===== config.mk =====
export PLATFORM = sky130hd
export DESIGN_NAME = pipe_stage_reg
export DESIGN_NICKNAME = d
export VERILOG_FILES = /design/src/rtl/pipe_stage_reg.sv
export SDC_FILE = /design/constraint.sdc
export NUM_CORES = 1
export LEC_CHECK = 0
export ABC_AREA = 1
export CAP_MARGIN = 20
export CORE_MARGIN = 1
export CORE_UTILIZATION = 25
export DETAILED_ROUTE_END_ITERATION = 8
export PLACE_DENSITY = 0.49
export SKIP_LAST_GASP = 1
export SYNTH_ARGS = -nofsm -noshare
export SYNTH_HDL_FRONTEND = slang
export SYNTH_SLANG_ARGS = --single-unit
export TNS_END_PERCENT = 30

===== constraint.sdc =====
create_clock -name clk -period 1.61 [get_ports clk]
set_input_delay 0.322 -clock clk [delete_from_list [all_inputs] [get_ports clk]]
set_output_delay 0.322 -clock clk [all_outputs]
set_load 0.01 [all_outputs]

===== src/rtl/pipe_stage_reg.sv =====
`default_nettype none
// ============================================================================
//  Module   : pipe_stage_reg
//  Purpose  : Two-entry skid-buffer pipeline stage with flush and a saturating
//             downstream-stall counter.
//  Revision : 1.0 - initial release
// ============================================================================
module pipe_stage_reg #(
   parameter int                DATA_W     = 64,
   parameter logic [DATA_W-1:0] BUBBLE_VAL = {DATA_W{1'b0}},
   parameter int                CNT_W      = 16
) (
   input  logic              clk,
   input  logic              reset,
   input  logic              in_valid,
   output logic              in_ready,
   input  logic [DATA_W-1:0] in_data,
   input  logic              flush,
   output logic              out_valid,
   input  logic              out_ready,
   output logic [DATA_W-1:0] out_data,
   output logic [CNT_W-1:0]  stall_cnt
);

   localparam logic [1:0] S_EMPTY = 2'd0;
   localparam logic [1:0] S_FULL  = 2'd1;
   localparam logic [1:0] S_SKID  = 2'd2;

   logic [1:0]        state_q,     state_d;
   logic [DATA_W-1:0] main_q,      main_d;
   logic [DATA_W-1:0] skid_q,      skid_d;
   logic              in_ready_q,  in_ready_d;
   logic [CNT_W-1:0]  stall_cnt_q, stall_cnt_d;

   always_ff @(posedge clk or negedge reset) begin
      if (!reset) begin
         state_q     <= S_EMPTY;
         main_q      <= BUBBLE_VAL;
         skid_q      <= BUBBLE_VAL;
         in_ready_q  <= 1'b1;
         stall_cnt_q <= '0;
      end else begin
         state_q     <= state_d;
         main_q      <= main_d;
         skid_q      <= skid_d;
         in_ready_q  <= in_ready_d;
         stall_cnt_q <= stall_cnt_d;
      end
   end

   always_comb begin
      state_d = state_q;
      main_d  = main_q;
      skid_d  = skid_q;
      if (flush) begin
         state_d = S_EMPTY;
         main_d  = BUBBLE_VAL;
         skid_d  = BUBBLE_VAL;
      end else begin
         case (state_q)
            S_EMPTY: begin
               if (in_valid) begin
                  state_d = S_FULL;
                  main_d  = in_data;
               end
            end
            S_FULL: begin
               if (out_ready && in_valid) begin
                  main_d = in_data;
               end else if (out_ready) begin
                  state_d = S_EMPTY;
               end else if (in_valid) begin
                  state_d = S_SKID;
                  skid_d  = in_data;
               end
            end
            S_SKID: begin
               // in_ready is low here, so in_data is never sampled
               if (out_ready) begin
                  state_d = S_FULL;
                  main_d  = skid_q;
               end
            end
            default: state_d = S_EMPTY;
         endcase
      end
      // Registered ready: looks only at the next state, never at out_ready
      in_ready_d = (state_d != S_SKID);
   end

   always_comb begin
      out_valid   = (state_q != S_EMPTY);
      out_data    = out_valid ? main_q : BUBBLE_VAL;
      stall_cnt_d = stall_cnt_q;
      if (out_valid && !out_ready && !(&stall_cnt_q)) begin
         stall_cnt_d = stall_cnt_q + 1'b1;
      end
   end

   assign in_ready  = in_ready_q;
   assign stall_cnt = stall_cnt_q;

endmodule
`default_nettype wire


**Run 1: cell outlines without signal wires**

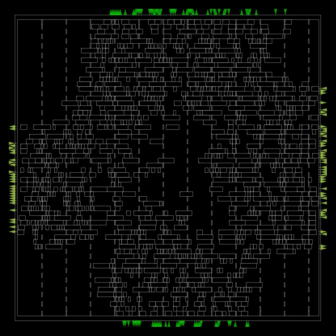
Core ar.: 28900 um2
flip-flops: 147
fin cells: 1516

**Run 1: I/O pins on the die edge**

Pins as bars across the die edge, other pins in gray.
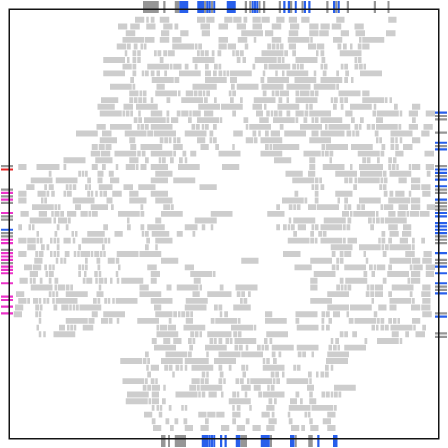
Magenta marks stall_cnt, pins 16, direction output, edge left. Blue marks in_data, pins 64, direction input, edge 24 top, 20 right, 19 bottom, 1 left. Red marks in_ready, pins 1, direction output, edge left.
All pins by edge: 48 top, 41 right, 34 bottom, 28 left.

**Run 1: clock wires, drivers and flops**

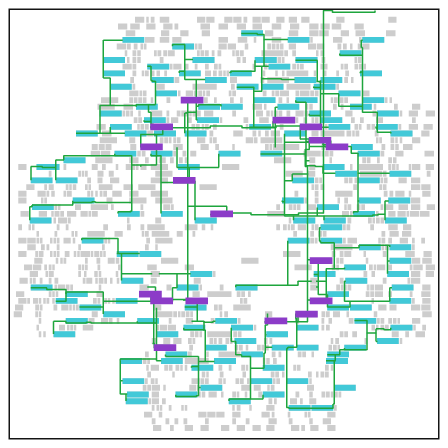
Cyan marks flip-flops, count 147. Green marks clock wires, length 2320 um. Purple marks clock drivers, count 17.
Position of the flops: all over the die.

==> metrics.yaml, run 1 <==
clocking:
  cts.sink_count: 147
  ctsResizeCount: 154
  clk_latency_ps: 430
grt:
  overflow: 0
  grt_max_degree: 46
  grt_pass1_vias: 6377
timing:
  setup_slack_ps: -314
  skew_ps: 13.0
  final-setup-viol-count: 156
  slew_violations: 0
drt:
  routed_wirelength_um: 23600
  routed_via_density: 4.47
  wl_met1_um: 11600
  route.met2.wl_um: 10600
  highest_layer: "met4"
placed_design:
  io_buffers: 150
status:
  status: "complete, but fails checks"
  violations: "negative setup slack"
pwr:
  pwr_density_cell_nw_per_um2: 948
  switchingPower_mw: 3.19
worst_setup_path:
  crit_top_cell: "buf_6"
  worstSetupPathType: "flop to output port"
  cp_slowest_cell: "dfrtp_1"
  start_kind: "flop"
  arrival_ps: 1600
logic_synthesis:
  yosysSeqAreaShare: 0.498
  avgSynthCellArea_um2: 7.87
  synthesis.area_um2: 7390
floorplan:
  die_w_um: 174
  dieArea_um2: 30300
layout:
  final_area_um2: 11100
  fillers: 2915
run 1: metrics by stage:
stage,setup slack (ps),util,hold slack [ps],setup TNS [ps]
finish,-314,0.384,358,-32130
global route,-373,0.384,370,-49880
CTS,-425,0.361,353,-43900
detailed placement,-211,0.331,245,-19550
global placement,-230,0.331,247,-20360
floorplan,46.9,-,26.4,0
run 1: state kept, by name, summed over array words and instances (netlist names):
signal and count:
stall_cnt 16, skid_q 64, in_ready 1, state_q 2, main_q 64
run 1: critical path: cells and delay by family, from the launching register on:
kind	cells	cell delay [ps]
simple gates	2	160
buf+inv	5	600
flops	1	410
run 1: layout make-up:
class                           count  area (um2)  area share
Sequential cell                   147        3680       0.331
Multi-Input combinational cell    580        3180       0.286
Timing Repair Buffer              225        2630       0.237
Inverter                          148         558      0.0502
Tap cell                          384         480      0.0432
Clock buffer                       18         439      0.0395
Clock inverter                     14         145      0.0131
run 1: path summary, 6_finish.rpt:
path / start / end / slack [ps]
max in group asynchronous: reset / in_ready$_DFF_PN1_ / 660
hold reg to reg: main_q[42]$_DFFE_PN0P_ / main_q[42]$_DFFE_PN0P_ / 500
setup reg to reg: state_q[1]$_DFF_PN0_ / main_q[54]$_DFFE_PN0P_ / -260
hold / removal: reset / main_q[44]$_DFFE_PN0P_ / 360
min in group clk: main_q[42]$_DFFE_PN0P_ / main_q[42]$_DFFE_PN0P_ / 500
setup / recovery: state_q[1]$_DFF_PN0_ / out_data[52] / -310
run 1: cell families after synthesis:
logic type | count (synthesis) | share of synthesized area
buffers and inverters | 212 | 0.129
XOR/XNOR | 6 | 0.00711
AND-OR/OR-AND | 199 | 0.135
adder cells (fa/ha/maj) | 1 | 0.00169
AND/OR/NAND/NOR | 374 | 0.229
flip-flops | 147 | 0.498
run 1: cells in the mapped netlist:
master / n / share of area
nor2_1: 148 / 0.075
inv_1: 147 / 0.075
dfrtp_1: 146 / 0.49
nand3_1: 128 / 0.087
nand2_1: 74 / 0.038
o21ai_0: 68 / 0.046
a21oi_1: 65 / 0.044
o21ai_1: 65 / 0.044
buf_2: 22 / 0.015
clkbuf_1: 14 / 0.0071
buf_6: 13 / 0.020
nand3_2: 10 / 0.014
buf_4: 9 / 0.0091
nand4_1: 9 / 0.0076
buf_1: 6 / 0.0030
xnor2_1: 6 / 0.0071
nand2_4: 2 / 0.0030
nor2_4: 2 / 0.0030
a21oi_2: 1 / 0.0012
dfstp_2: 1 / 0.0036
ha_1: 1 / 0.0017
inv_2: 1 / 0.00051
nor2_8: 1 / 0.0027
run 1: routing by layer:
layer	GRT usage	up-vias
met5	0	-
met2	0.225	147
li1	-	3365
met3	0.0361	17
met1	0.205	3246
met4	0.0457	0
run 1: power groups by stage:
| stage | Combinational [mW] | Sequential, mW | Clock, mW |
|---|---|---|---|
| 2_1_floorplan | 0.918 | 4.23 | 0 |
| 3_3_place_gp | 1.83 | 4.22 | 0 |
| 3_5_place_dp | 1.85 | 4.23 | 0 |
| 4_1_cts | 2.02 | 4.16 | 4.13 |
| 5_1_grt | 2.59 | 4.20 | 4.27 |
| 6_report | 2.35 | 4.16 | 4.02 |
--- run 2 (diff from run 1) ---
--- a/config.mk
+++ b/config.mk
@@ -9,6 +9,7 @@
 export CAP_MARGIN = 20
 export CORE_MARGIN = 1
 export CORE_UTILIZATION = 25
+export CTS_CLUSTER_SIZE = 40
 export DETAILED_ROUTE_END_ITERATION = 8
 export PLACE_DENSITY = 0.49
 export SKIP_LAST_GASP = 1
**Run 2: routed metal, one color a layer**

Scale bar: 50 um.
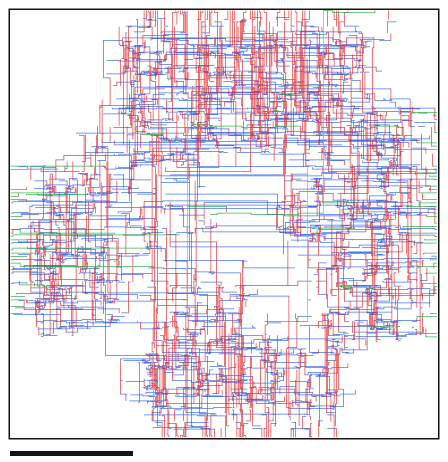
Red marks metal 2, wire length 10600 um. Green marks metal 3, wire length 1060 um. Orange marks metal 4, wire length 325 um. Blue marks metal 1, wire length 11600 um.

**Run 2: nets reached from selected ports**

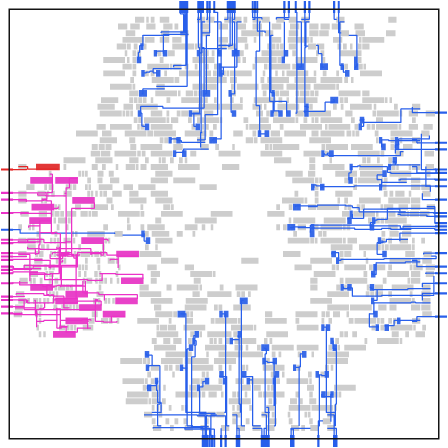
Red marks in_ready, bits 1, direction output, edge left, end cells 1, wire 23.5 um. Magenta marks stall_cnt, bits 16, direction output, edge left, end cells 16, wire 1000 um. Blue marks in_data, bits 64, direction input, edge 24 top, 20 right, 19 bottom, 1 left, end cells 128, wire 2930 um.

==> metrics.yaml, run 2 <==
floorplan:
  die_w_um: 174  # unchanged
  dieArea_um2: 30300  # unchanged
logic_synthesis:
  yosys-top-cells-count: "nor2_1 (148), inv_1 (147), dfrtp_1 (146)"
  postSynth.asyncResetShare: 1.00  # unchanged
  synthesis.area_um2: 7390  # unchanged
  ff_type: "dfrtp_1"
  avgSynthCellArea_um2: 7.87  # unchanged
  yosysSeqAreaShare: 0.498  # unchanged
  top_cell_area_share: 0.494  # unchanged
  ys_top_cells_by_area: "dfrtp_1 (49%), nand3_1 (8.7%), nor2_1 (7.5%), inv_1 (7.5%), o21ai_0 (4.6%)"
timing:
  finalSetupTns_ps: -32130  # unchanged
  setup_slack_ps: -314  # unchanged
  slew_violations: 0  # unchanged
  final-setup-viol-count: 156  # unchanged
  whs_ps: 358  # unchanged
grt:
  grt_max_degree: 46  # unchanged
  overflow: 0  # unchanged
  grt_pass1_vias: 6377  # unchanged
worst_setup_path:
  critPathTopFamily: "buffers and inverters"
  start_kind: "flop"
  r2r_slack_ps: -260  # about the same
  worstSetupPathType: "flop to output port"
  crit_top_cell: "buf_6"
  cp_slowest_cell: "dfrtp_1"
status:
  status: "complete, but fails checks"
  violations: "negative setup slack"
drt:
  routed_wirelength_um: 23600  # unchanged
clocking:
  clk_latency_ps: 430  # about the same
layout:
  logic_area_um2: 3180  # unchanged
  fin_cells: 1516  # unchanged
  final_area_um2: 11100  # unchanged
  fin_util: 0.384  # unchanged
placed_design:
  io_buffers: 150  # unchanged
**Run 2: clock wires, drivers and flops**

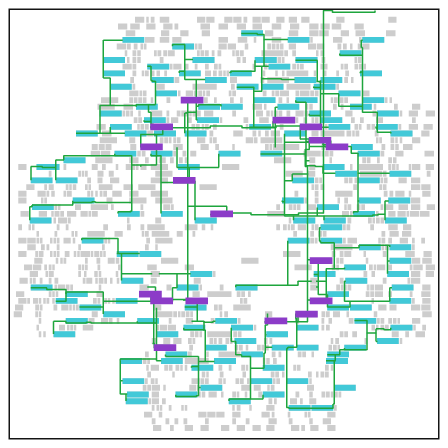
Cyan marks flip-flops, count 147. Purple marks clock drivers, count 17. Green marks clock wires, length 2320 um.
Position of the flops: all over the die. There are 18 routed clock nets.

## run 2: cell counts in the layout (fill, tap and decap cells not counted)
No cell type changed its count.
## run 2: cell families (layout without fill, tap and decap cells)
family	Yosys count	in the layout	share of synthesized area
flip-flops	147	147	0.498
AND-OR/OR-AND	199	199	0.135
adder cells (fa/ha/maj)	1	1	0.00169
buffers and inverters	212	405	0.129
AND/OR/NAND/NOR	374	374	0.229
XOR/XNOR	6	6	0.00711
## run 2: how the worst max path moves through the flow
stage | startpoint | endpoint | slack (ps) | cells past startpoint
after floorplan | stall_cnt[0]$_DFFE_PN0P_ | stall_cnt[0]$_DFFE_PN0P_ | 50 | 8
after global placement | in_valid | main_q[6]$_DFFE_PN0P_ | -230 | 8
after detailed placement | in_valid | main_q[6]$_DFFE_PN0P_ | -210 | 8
after CTS | state_q[0]$_DFF_PN0_ | out_data[62] | -430 | 6
after global routing | state_q[1]$_DFF_PN0_ | out_data[52] | -370 | 7
final | state_q[1]$_DFF_PN0_ | out_data[52] | -310 | 7
## run 2: cell type report
cell class | count | share of cell area
inverter | 148 | 0.0502
timing repair buffer | 225 | 0.237
clock buffer | 18 | 0.0395
tap | 384 | 0.0432
sequential | 147 | 0.331
multi-input combinational | 580 | 0.286
clock inverter | 14 | 0.0131
## run 2: worst register-to-register path: cells and delay by family (launching register included)
kind / cells / cell delay (ps)
AOI/OAI and AO/OA: 1 / 80
and+or+nand+nor: 4 / 320
buffers and inverters: 7 / 930
DFF: 1 / 410
## run 2: timing repair
item / CTS / global route
endpoints found under the hold margin: 27 / 0
hold buffers: 1 / 0
cloned: 7 / 11
gates resized: 154 / 252
setup endpoints to repair: 112 / 190
setup buffers: 10 / 7
pin swaps: 2 / 5
## run 2: where the power goes
part,switching [mW],internal (mW)
combinational,1.25,1.10
sequential,0.134,4.03
clock,1.80,2.22
total,3.19,7.35
## run 2: metal layers
layer,wire [um],GRT usage
met5,0,0
met4,324,0.0457
met3,1060,0.0361
met2,10600,0.225
met1,11600,0.205
Power is estimated from default activity; no workload was simulated.
